===== src/rtl/mux_4_16_scanner_if.sv =====
// Bundle between the round-robin scanner, the 4:1 mux it steers and the downstream sample consumer.
// The master side is the scanner; the slave side is whoever drives req/en/y/out_ready.
interface mux_4_16_scanner_if #(
    parameter int WIDTH = 16
);
    logic             en;
    logic [3:0]       req;
    logic [WIDTH-1:0] y;
    logic             s0;
    logic             s1;
    logic [WIDTH-1:0] out_data;
    logic [1:0]       out_ch;
    logic             out_valid;
    logic             out_ready;
    logic             busy;

    modport master (
        input  en, req, y, out_ready,
        output s0, s1, out_data, out_ch, out_valid, busy
    );

    modport slave (
        output en, req, y, out_ready,
        input  s0, s1, out_data, out_ch, out_valid, busy
    );
endinterface


===== src/rtl/mux_4_16_scanner.sv =====
// Round-robin scanner: steers the mux selects onto a requesting channel, waits SETTLE cycles,
// captures y and offers it downstream with a valid/ready handshake tagged by channel number.
module mux_4_16_scanner #(
    parameter int WIDTH  = 16,
    parameter int SETTLE = 1
) (
    input logic                clk,
    input logic                rst_n,
    mux_4_16_scanner_if.master bus
);
    typedef enum logic [1:0] {ST_IDLE, ST_SETTLE, ST_HOLD} state_e;

    localparam logic [3:0] CNT_LOAD = 4'(SETTLE - 1);

    state_e           state_q, state_d;
    logic [1:0]       ptr_q, ptr_d;
    logic [1:0]       sel_q, sel_d;
    logic [1:0]       outCh_q, outCh_d;
    logic [3:0]       cnt_q, cnt_d;
    logic [WIDTH-1:0] outData_q, outData_d;
    logic             outValid_q, outValid_d;
    logic             grantValid;
    logic [1:0]       grantCh;
    logic [1:0]       cand;

    always_ff @(posedge clk or negedge rst_n) begin
        if (!rst_n) begin
            state_q    <= ST_IDLE;
            ptr_q      <= 2'd0;
            sel_q      <= 2'd0;
            outCh_q    <= 2'd0;
            cnt_q      <= 4'd0;
            outData_q  <= '0;
            outValid_q <= 1'b0;
        end else begin
            state_q    <= state_d;
            ptr_q      <= ptr_d;
            sel_q      <= sel_d;
            outCh_q    <= outCh_d;
            cnt_q      <= cnt_d;
            outData_q  <= outData_d;
            outValid_q <= outValid_d;
        end
    end

    // Walking the offset downward lets the requester closest to ptr overwrite the others.
    always_comb begin
        grantValid = 1'b0;
        grantCh    = ptr_q;
        cand       = ptr_q;
        for (int k = 3; k >= 0; k--) begin
            cand = ptr_q + 2'(k);
            if (bus.req[cand]) begin
                grantValid = 1'b1;
                grantCh    = cand;
            end
        end
    end

    always_comb begin
        state_d = state_q;
        case (state_q)
            ST_IDLE:   if (bus.en && grantValid) state_d = ST_SETTLE;
            ST_SETTLE: if (cnt_q == 4'd0) state_d = ST_HOLD;
            ST_HOLD:   if (outValid_q && bus.out_ready) state_d = ST_IDLE;
            default:   state_d = ST_IDLE;
        endcase
    end

    always_comb begin
        ptr_d      = ptr_q;
        sel_d      = sel_q;
        outCh_d    = outCh_q;
        cnt_d      = cnt_q;
        outData_d  = outData_q;
        outValid_d = outValid_q;
        case (state_q)
            ST_IDLE: begin
                if (bus.en && grantValid) begin
                    sel_d   = grantCh;
                    outCh_d = grantCh;
                    cnt_d   = CNT_LOAD;
                end
            end
            ST_SETTLE: begin
                if (cnt_q != 4'd0) begin
                    cnt_d = cnt_q - 4'd1;
                end else begin
                    outData_d  = bus.y;
                    outValid_d = 1'b1;
                end
            end
            ST_HOLD: begin
                if (outValid_q && bus.out_ready) begin
                    outValid_d = 1'b0;
                    ptr_d      = outCh_q + 2'd1;
                end
            end
            default: ;
        endcase
    end

    assign bus.s0        = sel_q[1];
    assign bus.s1        = sel_q[0];
    assign bus.out_data  = outData_q;
    assign bus.out_ch    = outCh_q;
    assign bus.out_valid = outValid_q;
    assign bus.busy      = (state_q != ST_IDLE);
endmodule


===== src/flat_wrapper.sv =====
// flat-port wrapper written by rule: the top's interface ports become plain ports
module mux_4_16_scanner_flat 
#(
    parameter int WIDTH  = 16,
    parameter int SETTLE = 1
)
  (clk, rst_n, bus_en, bus_req, bus_y, bus_out_ready, bus_s0, bus_s1, bus_out_data, bus_out_ch, bus_out_valid, bus_busy);
  mux_4_16_scanner_if #(.WIDTH(WIDTH)) bus_i ();
  input logic clk;
  input logic rst_n;
  input wire logic [$bits(bus_i.en)-1:0] bus_en;
  input wire logic [$bits(bus_i.req)-1:0] bus_req;
  input wire logic [$bits(bus_i.y)-1:0] bus_y;
  input wire logic [$bits(bus_i.out_ready)-1:0] bus_out_ready;
  output wire logic [$bits(bus_i.s0)-1:0] bus_s0;
  output wire logic [$bits(bus_i.s1)-1:0] bus_s1;
  output wire logic [$bits(bus_i.out_data)-1:0] bus_out_data;
  output wire logic [$bits(bus_i.out_ch)-1:0] bus_out_ch;
  output wire logic [$bits(bus_i.out_valid)-1:0] bus_out_valid;
  output wire logic [$bits(bus_i.busy)-1:0] bus_busy;
  assign bus_i.en = bus_en;
  assign bus_i.req = bus_req;
  assign bus_i.y = bus_y;
  assign bus_i.out_ready = bus_out_ready;
  assign bus_s0 = bus_i.s0;
  assign bus_s1 = bus_i.s1;
  assign bus_out_data = bus_i.out_data;
  assign bus_out_ch = bus_i.out_ch;
  assign bus_out_valid = bus_i.out_valid;
  assign bus_busy = bus_i.busy;
  mux_4_16_scanner #(.WIDTH(WIDTH), .SETTLE(SETTLE)) u_core (.clk(clk), .rst_n(rst_n), .bus(bus_i));
endmodule

===== config.mk =====
export PLATFORM = sky130hd
export DESIGN_NAME = mux_4_16_scanner_flat
export DESIGN_NICKNAME = d
export VERILOG_FILES = /design/src/rtl/mux_4_16_scanner_if.sv /design/src/rtl/mux_4_16_scanner.sv /design/src/flat_wrapper.sv
export SDC_FILE = /design/constraint.sdc
export NUM_CORES = 1
export LEC_CHECK = 0
export CAP_MARGIN = 20
export CORE_MARGIN = 2
export CORE_UTILIZATION = 45
export CTS_CLUSTER_SIZE = 14
export DETAILED_ROUTE_END_ITERATION = 10
export DONT_BUFFER_PORTS = 1
export PLACE_DENSITY = 0.7
export SETUP_SLACK_MARGIN = 0.2
export SKIP_LAST_GASP = 1
export SLEW_MARGIN = 20
export SYNTH_ARGS = -nofsm -noshare
export SYNTH_HDL_FRONTEND = slang
export SYNTH_SLANG_ARGS = --single-unit

===== constraint.sdc =====
create_clock -name clk -period 2.3 [get_ports clk]
set_input_delay 0.23 -clock clk [delete_from_list [all_inputs] [get_ports clk]]
set_output_delay 0.23 -clock clk [all_outputs]
set_load 0.01 [all_outputs]

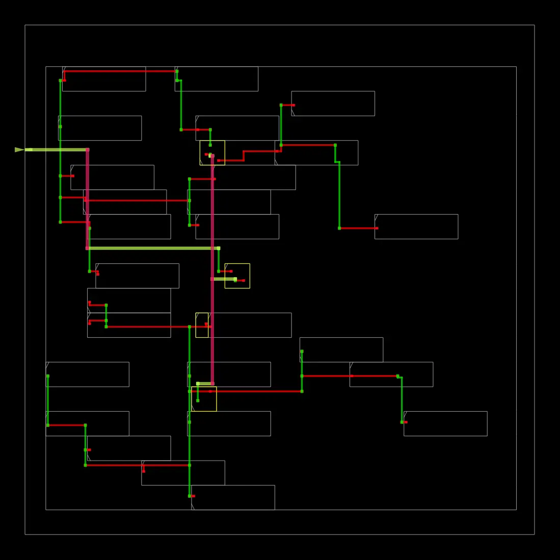
**Above:** clock nets.
Clock Skew: 0.00326 ns
Seq cells: 27
Clock net power: 197 uW
clock buffer count from CTS: 3

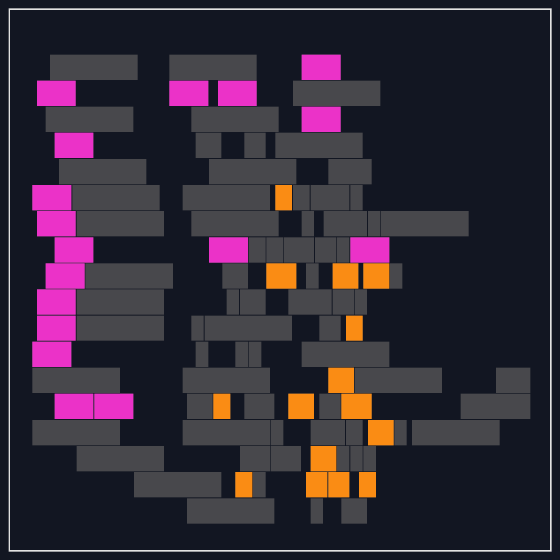
**Above:** gate-type map.
[inverting AOI/OAI gates] orange | cells: 15
[multiplexers] magenta | cells: 17
combinational share of cell area: 38.3%
most frequent logic cell in the layout: dfrtp_1
Non-Filler Instances: 133

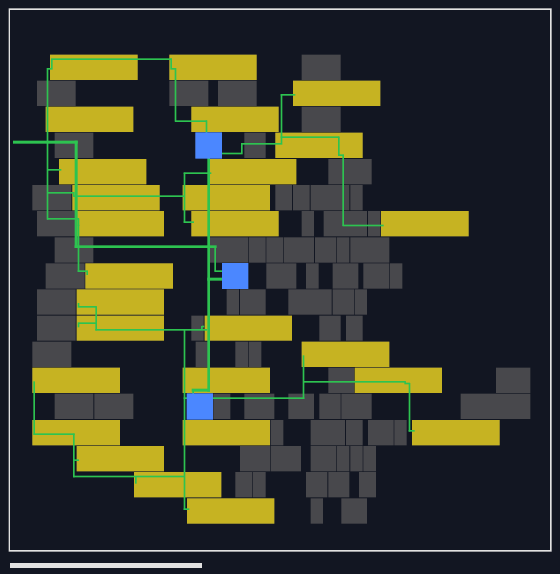
**Above:** clock distribution.
Scale bar: 20 microns.
[flip-flops] yellow | count: 27
[cells driving clock nets] blue | count: 3
[clock wires] green | length: 277 microns
routed clock nets: 4

==> results.cfg <==
; implementation run metrics
[final_timing]
fin_tns_setup_ns = 0
period_needed_ns = 1.79
worst_slack_ns = 0.512
rsz0062_at_grt = no
finalSetupViolCount = 0
max_clock_freq_ghz = 0.559
final_max_slew_viol_count = 0
worst_slew_pin_slew_ns = 0.412

[synthesis]
ys_sh_aoi_pct = 8.85
synth_area_leader_cell = dfrtp_1
async_flop_share_pct = 100
synth.top_cell.area_share_pct = 54.9
synth_stat.cells = 102
yosysMostFrequentCell = dfrtp_1
synthMuxAreaShare_pct = 15.6
synth_area_sq_mm = 0.00123
edf_count = 0
ys_types = 33
yosys.area_share.simple_pct = 12.9
avgSynthCellArea_sq_um = 12.1
netlist_instances = 102
ys_seq_share_pct = 54.9
topCellsByArea = dfrtp_1, mux2_2, nand2_1
dominantRegCellSynth = dfrtp_1

[min_path]
min_from = bus_y[15]

[power_and_ir_drop]
switching_share_pct = 38.4
total_power_uw = 1800
top_power_group = sequential cells
power_leakage_uw = 0.000567
p_comb_uw = 603
share_comb_of_total_power_pct = 33.5
internal_power_uw = 1110

[clock_tree]
cts_tree = built
cts_root_buffer = clkbuf_4
htreeDepth = 1

[die]
rows = 18
taps = 30
initial_core_util_pct = 48.3
ioPinCount = 46
core_area_sq_mm = 0.00254
die_area_sq_mm = 0.00317
die_height_microns = 56.3

[critical_path]
crit_path_max_fanout = 8
r2r_setup_slack_ns = 0.51
cp-start-kind = register
critPathSlowestCell = or3b_1
regToRegEndpoint = u_core.cnt_q[1]
worstPathArrival_ns = 2.05
required_ns = 2.56
reg2reg_depth = 6
crit_path_end = u_core.cnt_q[1]
crit_buf_inv = 1
crit_start = u_core.cnt_q[0]
worstSetupEndpointType = register
path_cells = inv_1, ha_1, nor3b_2, or3b_1, or3_1, nand3_1

[global_route]
grt_usage_pct = 14.6
grt_pass1_vias = 803
grt_util_met3_pct = 5.53
grt_use_met2_pct = 23.4
top_usage_layer = met2
grt_pass1_wl_microns = 3570

[detailed_routing]
via_per_inst = 5.86
routed_wl_microns = 2070
topRoutingLayerUsed = met4
vias = 779
wl_met3_microns = 165

[run]
cap_violations = 0

[placement]
place.gp.congestion = 0.867
place_ws_ns = 0.508
portBuffers = 0

[layout]
largest_reg_flops = 16
most-common-layout-cells = dfrtp_1, mux2_2, nand2_1, inv_1, o21ai_0
finalCoreUtilization_pct = 50.6
seqCellArea_sq_um = 676
syn2layout_area_growth_pct = 4.78
comb_cells = 63
seq_share_pct = 52.4
fillCellCount = 237
antenna_cells = 0
bufAreaShareNonClock_pct = 2.33
nets = 130
fin_area_sq_mm = 0.00129
largest_cell_class = registers

[outcome]
outcome = complete, no violations
No activity file was given, so power comes from the tool's default toggle rates.
